**src/rtl/dec_rr_arbiter.sv**
```systemverilog
// dec_rr_arbiter: 8-way round-robin arbiter in front of a shared 3:8 decoder (grant, hold until done, one-cycle gap, next winner)
//   clk      in   rising-edge clock
//   rst      in   synchronous active-high reset
//   req[7:0] in   level request per agent
//   done     in   owner finished, looked at only while granted
//   gnt_en   out  decoder enable, high while a grant is active
//   gnt_idx  out  current/last owner, decoder select
//   gnt[7:0] out  one-hot grant, gnt_en ? 1 << gnt_idx : 0
//   busy     out  high in GRANT and GAP
//   timeout  out  one-cycle pulse in GAP after a forced release
//   Optional macro DEC_ARB_TIMEOUT_EN: forces release after MAX_HOLD grant cycles.
module dec_rr_arbiter #(
    parameter int MAX_HOLD = 16
) (
    input  logic       clk,
    input  logic       rst,
    input  logic [7:0] req,
    input  logic       done,
    output logic       gnt_en,
    output logic [2:0] gnt_idx,
    output logic [7:0] gnt,
    output logic       busy,
    output logic       timeout
);
    if (MAX_HOLD < 2 || MAX_HOLD > 255) begin : g_bad_max_hold
        $error("dec_rr_arbiter: MAX_HOLD must be 2..255");
    end
    typedef enum logic [1:0] {IDLE, GRANT, GAP} state_t;
    state_t     state_q, state_d;
    logic [2:0] ptr_q, ptr_d;
    logic [2:0] gnt_idx_q, gnt_idx_d;
    logic       gnt_en_q, gnt_en_d;
    logic [7:0] gnt_q, gnt_d;
    logic       busy_q, busy_d;
    logic       timeout_q, timeout_d;
    logic [2:0] win;
    logic       any_req, owner_req, forced, release_c;
    assign any_req   = |req;
    assign owner_req = req[gnt_idx_q];
    // Descending scan so the requester closest to ptr overwrites the others.
    always_comb begin
        win = ptr_q;
        for (int k = 7; k >= 0; k--)
            if (req[ptr_q + 3'(k)]) win = ptr_q + 3'(k);
    end
`ifdef DEC_ARB_TIMEOUT_EN
    logic [7:0] hold_q, hold_d;
    // Held at zero outside GRANT, so every grant starts counting from 0.
    always_comb hold_d = (state_q == GRANT) ? hold_q + 8'd1 : 8'd0;
    always_ff @(posedge clk)
        hold_q <= rst ? 8'd0 : hold_d;
    assign forced = (state_q == GRANT) && (hold_q == 8'(MAX_HOLD - 1));
`else
    assign forced = 1'b0;
`endif
    assign release_c = done | ~owner_req | forced;
    always_ff @(posedge clk) begin
        if (rst) begin
            state_q   <= IDLE;
            ptr_q     <= 3'd0;
            gnt_idx_q <= 3'd0;
            gnt_en_q  <= 1'b0;
            gnt_q     <= 8'd0;
            busy_q    <= 1'b0;
            timeout_q <= 1'b0;
        end else begin
            state_q   <= state_d;
            ptr_q     <= ptr_d;
            gnt_idx_q <= gnt_idx_d;
            gnt_en_q  <= gnt_en_d;
            gnt_q     <= gnt_d;
            busy_q    <= busy_d;
            timeout_q <= timeout_d;
        end
    end
    always_comb begin
        state_d = state_q;
        case (state_q)
            IDLE:    state_d = any_req ? GRANT : IDLE;
            GRANT:   state_d = release_c ? GAP : GRANT;
            GAP:     state_d = any_req ? GRANT : IDLE;
            default: state_d = IDLE;
        endcase
    end
    // Registered outputs are computed from the next state so they line up with it.
    always_comb begin
        gnt_en_d  = state_d == GRANT;
        busy_d    = state_d != IDLE;
        gnt_idx_d = (state_q != GRANT && any_req) ? win : gnt_idx_q;
        ptr_d     = (state_q == GRANT && release_c) ? gnt_idx_q + 3'd1 : ptr_q;
        timeout_d = forced && !done && owner_req;
        gnt_d     = gnt_en_d ? 8'b1 << gnt_idx_d : 8'd0;
    end
    assign gnt_en  = gnt_en_q;
    assign gnt_idx = gnt_idx_q;
    assign gnt     = gnt_q;
    assign busy    = busy_q;
    assign timeout = timeout_q;
endmodule

```
**config.mk**
```make
export PLATFORM = sky130hd
export DESIGN_NAME = dec_rr_arbiter
export DESIGN_NICKNAME = d
export VERILOG_FILES = /design/src/rtl/dec_rr_arbiter.sv
export SDC_FILE = /design/constraint.sdc
export NUM_CORES = 1
export LEC_CHECK = 0
export CAP_MARGIN = 20
export CORE_UTILIZATION = 50
export DETAILED_ROUTE_END_ITERATION = 16
export PLACE_DENSITY = 0.85
export SETUP_SLACK_MARGIN = 0.05
export SLEW_MARGIN = 20
export SYNTH_ARGS = -nofsm -noshare
export SYNTH_HDL_FRONTEND = slang
export SYNTH_SLANG_ARGS = --single-unit
```
**constraint.sdc**
```tcl
create_clock -name clk -period 8.7 [get_ports clk]
set_clock_uncertainty 0.2 [all_clocks]
set_input_delay 2.175 -clock clk [delete_from_list [all_inputs] [get_ports clk]]
set_output_delay 2.175 -clock clk [all_outputs]
set_load 0.02 [all_outputs]
```
Figure 1. Placed standard cells.
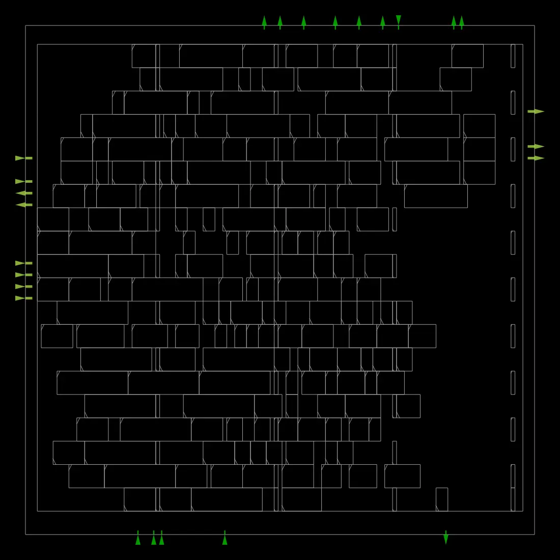
fraction of area in registers: 19.1%
FFs & Latches: 18
Layout fillers: 257
core area: 3080 µm²

Figure 2. Sequential cells colored by netlist name.
Bar = 20 µm. Other sequential cells in the stronger gray, the rest of the logic in the fainter gray.
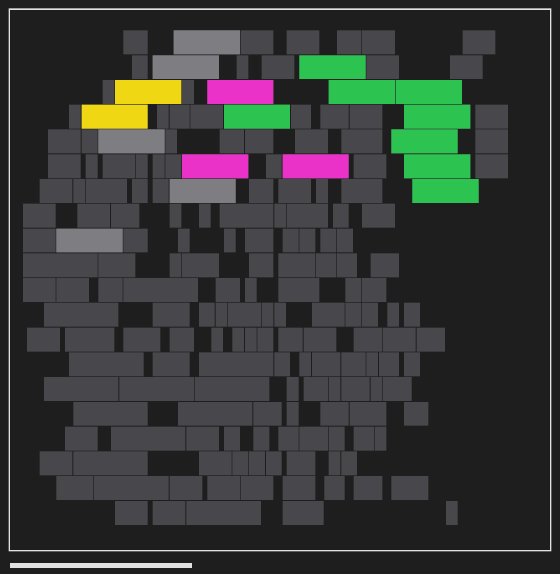
gnt_idx: in magenta, sequential cells 3. gnt: in green, sequential cells 8, where upper right. state_q: in yellow, sequential cells 2.
Another 5 sequential cells are not colored.

Figure 3. Wire density map.
12 x 12 tiles, from dark blue (low) to red (high), scaled to the fullest tile. Values are wire area over tile area, all layers added.
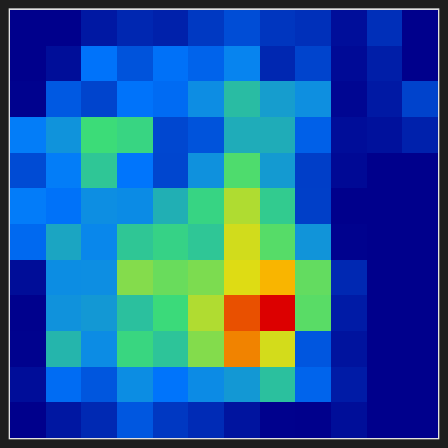
The fullest tile reaches 0.73. The densest ninth of the die: center. 13% of the tiles are over half the peak. 22% of the tiles are nearly empty. The mean over all tiles is 0.17.

Figure 4. Routed clock nets over the placement.
Bar = 20 µm.
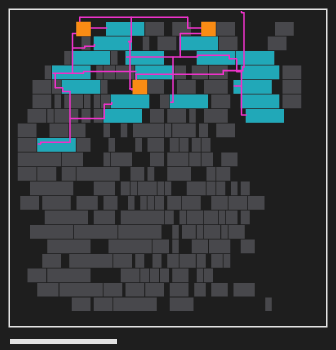
flip-flops: in cyan, count 18. clock-net drivers: in orange, count 3. clock wires: in magenta, length 199 µm.
There are 4 routed clock nets.

Figure 5. Cell sizes after repair.
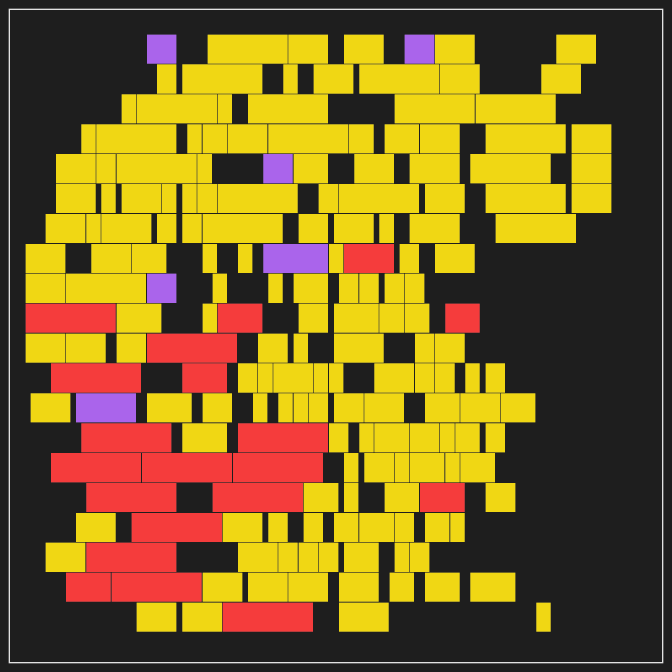
x3 and x4: in purple, cells 6, most used clkbuf_4. x2: in red, cells 20, most used mux4_2. x1 and smaller: in yellow, cells 160, most used clkdlybuf4s50_1.

==> flow_summary.toml <==
# yosys + openroad results
[outcome]
outcome = "completed"

[sta]
hold_slack_ns = 0.397
final-setup-viol-count = 0
tns_ns = 0
fin_crit_ns = 4.81

[clock_tree]
h-tree-depth = 1

[die]
taps = 44
fp_util_pct = 53.4

[drt]
wl_per_cell_um = 15.7
drtIter0Drc = 68
wl_um = 3610

[final_layout]
largest_register_ffs = 8
clkbuf_count = 3

[logic_synthesis]
yosysMostFrequentCell = "nor2_1"
synth.cellmix.adderShare_pct = 2.28
yosysTopAreaCell = "dfxtp_1"

[global_routing]
met2_usage_pct = 35.0
grt_overflow = 0

[pwr]
combPwrFrac_pct = 57.8
power_clock_uw = 39.1

[placed_design]
place_inst = 227

[setup_path]
crit_end = "gnt[0]$_SDFF_PP0_"
cp_cell_sequence = "clkdlybuf4s50_1, mux4_2, mux2i_1, nor2_1, a211oi_1, a21oi_1, a211oi_2, and4b_1"
[cell usage in the layout (no fill, tap or decap), drive strengths merged, types with 4 or more instances in the layout]
cell type	Yosys	routed
mux2	8	8
nand2	7	7
nor2	21	21
clkdlybuf4s50	0	23
inv	5	5
o21ai	5	5
a211oi	4	4
mux2i	13	13
nor3	5	5
mux4	14	14
a21oi	12	12
dfxtp	18	18
nand3	6	6
[how the worst min path moves through the flow]
stage | endpoint | cells after the start
final | state_q[0]$_SDFF_PP0_ | 3
after CTS | state_q[0]$_SDFF_PP0_ | 3
after detailed placement | state_q[0]$_SDFF_PP0_ | 3
after global routing | state_q[0]$_SDFF_PP0_ | 3
after floorplan | state_q[0]$_SDFF_PP0_ | 3
after global placement | state_q[0]$_SDFF_PP0_ | 3
